==> src/rtl/alert_pkg.sv <==
// Shared constants and FSM state type for the alert TX packer.
package alert_pkg;
    localparam int REC_W         = 80;
    localparam int BEATS_PER_REC = 2;
    localparam int WORDS_PER_REC = 4;
    localparam logic [15:0] MAGIC = 16'hA1E7;

    typedef enum logic [1:0] {IDLE, REQ, SEND, DONE} tx_state_e;
endpackage

==> src/rtl/alert_fifo.sv <==
// First-word-fall-through record FIFO with registered occupancy count.
module alert_fifo #(
    parameter int W     = 80,
    parameter int DEPTH = 16
) (
    input  logic                       CLK,
    input  logic                       RST,
    input  logic                       push,
    input  logic [W-1:0]               din,
    input  logic                       pop,
    output logic [W-1:0]               dout,
    output logic [$clog2(DEPTH):0]     count,
    output logic                       full,
    output logic                       empty
);
    localparam int AW = $clog2(DEPTH);

    logic [W-1:0]  mem [DEPTH];
    logic [AW-1:0] wr_ptr, rd_ptr;
    logic          do_push, do_pop;

    assign full    = (count == (AW+1)'(DEPTH));
    assign empty   = (count == '0);
    assign do_push = push && !full;
    assign do_pop  = pop && !empty;
    assign dout    = mem[rd_ptr];

    always_ff @(posedge CLK) begin
        if (do_push) mem[wr_ptr] <= din;
    end

    // DEPTH is a power of two, so the pointers wrap on their own.
    always_ff @(posedge CLK or posedge RST) begin
        if (RST) begin
            wr_ptr <= '0;
            rd_ptr <= '0;
            count  <= '0;
        end else begin
            if (do_push) wr_ptr <= wr_ptr + 1'b1;
            if (do_pop)  rd_ptr <= rd_ptr + 1'b1;
            case ({do_push, do_pop})
                2'b10:   count <= count + 1'b1;
                2'b01:   count <= count - 1'b1;
                default: count <= count;
            endcase
        end
    end
endmodule

==> src/rtl/alert_tx_packer.sv <==
// Buffers alert records and uploads them in batches as one RIFFA TX
// transaction, two 64-bit beats per record with a running sequence number.
module alert_tx_packer
    import alert_pkg::*;
#(
    parameter int C_PCI_DATA_WIDTH = 64,
    parameter int DEPTH            = 16,
    parameter int THRESH           = 8,
    parameter int TIMEOUT          = 1024
) (
    input  logic                        CLK,
    input  logic                        RST,
    input  logic                        REC_VALID,
    input  logic [15:0]                 REC_INFO,
    input  logic [63:0]                 REC_DATA,
    output logic                        REC_READY,
    input  logic                        FLUSH,
    output logic [15:0]                 DROP_CNT,
    output logic                        CHNL_TX_CLK,
    output logic                        CHNL_TX,
    input  logic                        CHNL_TX_ACK,
    output logic                        CHNL_TX_LAST,
    output logic [31:0]                 CHNL_TX_LEN,
    output logic [30:0]                 CHNL_TX_OFF,
    output logic [C_PCI_DATA_WIDTH-1:0] CHNL_TX_DATA,
    output logic                        CHNL_TX_DATA_VALID,
    input  logic                        CHNL_TX_DATA_REN
);
    localparam int CW = $clog2(DEPTH) + 1;
    localparam int TW = $clog2(TIMEOUT + 1);

    if (C_PCI_DATA_WIDTH != 64) begin : g_bad_width
        $error("alert_tx_packer: only C_PCI_DATA_WIDTH=64 is supported");
    end
    if (DEPTH < 2 || DEPTH > 256 || (DEPTH & (DEPTH - 1)) != 0) begin : g_bad_depth
        $error("alert_tx_packer: DEPTH must be a power of 2 in 2..256");
    end
    if (THRESH < 1 || THRESH > DEPTH) begin : g_bad_thresh
        $error("alert_tx_packer: THRESH must be in 1..DEPTH");
    end
    if (TIMEOUT < 1) begin : g_bad_timeout
        $error("alert_tx_packer: TIMEOUT must be >= 1");
    end

    tx_state_e       state, state_nxt;
    logic [TW-1:0]   tcnt;
    logic [15:0]     seq;
    logic [CW-1:0]   remain;
    logic            beat;
    logic [31:0]     len_q;
    logic [15:0]     drop_q;

    logic [REC_W-1:0] head;
    logic [CW-1:0]    count;
    logic             full, empty;
    logic             push, pop, accept, last_beat, trigger;

    assign push      = REC_VALID && !full;
    assign accept    = (state == SEND) && CHNL_TX_DATA_REN;
    assign last_beat = (beat == 1'(BEATS_PER_REC - 1));
    assign pop       = accept && last_beat;
    assign trigger   = (state == IDLE) && !empty &&
                       ((count >= CW'(THRESH)) || (tcnt >= TW'(TIMEOUT - 1)) || FLUSH);

    alert_fifo #(.W(REC_W), .DEPTH(DEPTH)) u_fifo (
        .CLK   (CLK),
        .RST   (RST),
        .push  (push),
        .din   ({REC_INFO, REC_DATA}),
        .pop   (pop),
        .dout  (head),
        .count (count),
        .full  (full),
        .empty (empty)
    );

    always_ff @(posedge CLK or posedge RST) begin
        if (RST) state <= IDLE;
        else     state <= state_nxt;
    end

    always_comb begin
        state_nxt = state;
        case (state)
            IDLE:    if (trigger) state_nxt = REQ;
            REQ:     if (CHNL_TX_ACK) state_nxt = SEND;
            SEND:    if (pop && remain == CW'(1)) state_nxt = DONE;
            DONE:    state_nxt = IDLE;
            default: state_nxt = IDLE;
        endcase
    end

    // N is frozen at trigger; later pushes wait for the next batch.
    always_ff @(posedge CLK or posedge RST) begin
        if (RST) begin
            tcnt   <= '0;
            seq    <= '0;
            remain <= '0;
            beat   <= 1'b0;
            len_q  <= '0;
            drop_q <= '0;
        end else begin
            if (empty || state != IDLE) tcnt <= '0;
            else                        tcnt <= tcnt + 1'b1;

            if (trigger) begin
                remain <= count;
                len_q  <= 32'(count) * 32'(WORDS_PER_REC);
            end else if (pop) begin
                remain <= remain - 1'b1;
            end

            if (state != SEND) beat <= 1'b0;
            else if (accept)   beat <= ~beat;

            if (pop) seq <= seq + 16'd1;

            if (REC_VALID && full && drop_q != 16'hFFFF) drop_q <= drop_q + 16'd1;
        end
    end

    // Data comes straight off the FWFT head, so it is stable while REN=0.
    always_comb begin
        CHNL_TX_DATA = '0;
        if (state == SEND) begin
            if (beat) CHNL_TX_DATA = head[63:0];
            else      CHNL_TX_DATA = {MAGIC, seq, 16'h0000, head[REC_W-1:64]};
        end
    end

    assign CHNL_TX            = (state == REQ) || (state == SEND);
    assign CHNL_TX_DATA_VALID = (state == SEND);
    assign CHNL_TX_LEN        = len_q;
    assign CHNL_TX_CLK        = CLK;
    assign CHNL_TX_LAST       = 1'b1;
    assign CHNL_TX_OFF        = '0;
    assign REC_READY          = !full;
    assign DROP_CNT           = drop_q;
endmodule

==> config.mk <==
export PLATFORM = sky130hd
export DESIGN_NAME = alert_tx_packer
export DESIGN_NICKNAME = d
export VERILOG_FILES = /design/src/rtl/alert_pkg.sv /design/src/rtl/alert_fifo.sv /design/src/rtl/alert_tx_packer.sv
export SDC_FILE = /design/constraint.sdc
export NUM_CORES = 1
export LEC_CHECK = 0
export CORE_MARGIN = 2
export CORE_UTILIZATION = 54
export DETAILED_ROUTE_END_ITERATION = 16
export PLACE_DENSITY = 0.87
export SLEW_MARGIN = 20
export SYNTH_ARGS = -nofsm -noshare
export SYNTH_HDL_FRONTEND = slang
export SYNTH_SLANG_ARGS = --single-unit
export TNS_END_PERCENT = 20
==> constraint.sdc <==
create_clock -name CLK -period 7.65 [get_ports CLK]
set_clock_uncertainty 0.2 [all_clocks]
set_input_delay 2.295 -clock CLK [delete_from_list [all_inputs] [get_ports CLK]]
set_output_delay 2.295 -clock CLK [all_outputs]
set_load 0.01 [all_outputs]
clocks.png
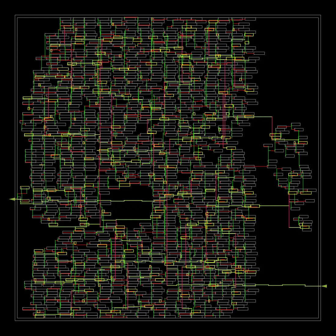
Worst-Skew Late Latency: 870 ps
clock buf count: 179
flip-flops: 1,349

layer_met4.png
(2 px per um) Supply wires on this layer in gray.
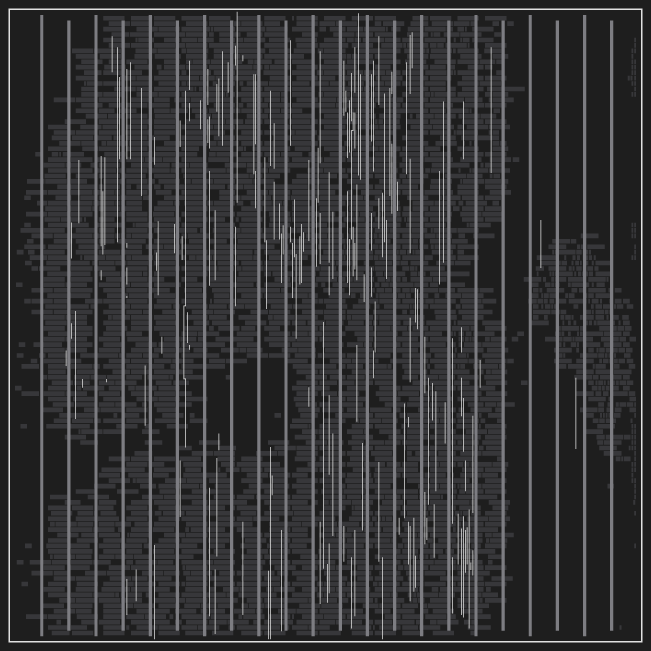
wire length on this layer = 5,600 um
share of all routed wire = 4.2%
WL final: 132,000 um
via count: 26,900

==> results.sh <==
# source this file to load flow results
export IMPL_outcome="complete, no violations"
export IMPL_dp_hpwl_um=64500
export IMPL_crit_cells=7
export IMPL_intPower_mw=14.9
export IMPL_cpPeakStageDelay_ps=740
export IMPL_top_area_cell="edfxtp_1"
export IMPL_viasPerCell=6.68
export IMPL_track_usage_pct=26.9
export IMPL_initialDrtViolationCount=3767
export IMPL_synthArstFlopShare_pct=5.11
export IMPL_area_leaders="edfxtp_1 73%, mux4_2 15%, dfrtp_1 3.3%, buf_4 1.2%, a22oi_1 0.96%"
export IMPL_antennaDiodeCount=10
export IMPL_power_total_mw=20.7
export IMPL_grt_pass1_wl_um=191000
export IMPL_fp_dieH_um=316
export IMPL_area_delta_synth_final_pct=14.8
export IMPL_switchingPower_mw=5.81
export IMPL_worst_setup_path_end_kind="output pin"
export IMPL_sh_comb_area_pct=19.0
export IMPL_ys_seq_share_pct=76.6
export IMPL_comb_area_um2=11400
export IMPL_comb_cells=886
export IMPL_syn_inst=2380
export IMPL_grt_overflow=0
export IMPL_logic_family="multiplexers"
export IMPL_setup_viol=0
export IMPL_vdd_drop_max_uv=292
export IMPL_globalRouteMet3Util_pct=6.32
export IMPL_power_frac_seq_pct=45.0
export IMPL_relSlewSlack_pct=20.8
export IMPL_worstHoldPathType="flop to flop"
export IMPL_final_setup_tns_ps=0
export IMPL_max_cap_violations=0
export IMPL_cp_start_kind="flop"
export IMPL_cts_hold_buf=0
export IMPL_p_seq_mw=9.32
export IMPL_warnings=37
export IMPL_ys_types=51
export IMPL_drive_gt1_share_pct=23.5
export IMPL_arrival_ps=4700
export IMPL_worstSetupPathType="flop to output pin"
export IMPL_min_path_cells=1
-- flip-flops by register name (all words and copies together) (netlist names) --
signal         count
u_fifo.count       5
tcnt              11
u_fifo.rd_ptr      4
state              2
beat               1
CHNL_TX_LEN        5
u_fifo.mem      1280
u_fifo.wr_ptr      4
seq               16
DROP_CNT          16
remain             5
-- layout by cell type (no fill, tap or decap), types with 4 or more instances in the layout --
cell type and n:
a211oi_1 15, a21oi_1 33, a22oi_1 67, a31o_1 17, and2_1 5, and3_1 23
and4_1 4, buf_12 19, buf_4 45, bufinv_16 10, clkbuf_1 30, clkbuf_16 144
clkbuf_8 4, clkdlybuf4s50_1 174, clkinv_1 19, clkinv_2 26, clkinvlp_4 7, conb_1 59
dfrtp_1 65, diode_2 10, edfxtp_1 1280, ha_1 17, inv_1 18, inv_6 4
mux2i_1 33, mux4_2 343, nand2_1 51, nand2b_1 4, nand3_1 17, nand4_1 8
nor2_1 23, nor2_4 12, nor2b_1 25, nor3_1 6, o21ai_0 5, o21ai_1 10
o221ai_1 15, xnor2_1 34, xor2_1 21
-- synth_stat cells (2+ instances only) --
master,number
a211oi_1,15
a21o_1,2
a21oi_1,33
a22oi_1,67
a31o_1,17
and2_1,5
and3_1,23
and4_1,4
buf_1,11
buf_2,26
buf_4,81
buf_6,11
clkbuf_1,53
conb_1,2
dfrtp_1,69
edfxtp_1,1280
ha_1,18
inv_1,19
mux2_2,3
mux2i_1,33
mux4_2,343
nand2_1,52
nand2b_1,4
nand3_1,17
nand4_1,8
nor2_1,38
nor2b_1,28
nor3_1,10
nor4_1,3
o211ai_1,3
o21ai_0,5
o21ai_1,10
o221ai_1,15
or3_1,2
xnor2_1,34
xor2_1,21
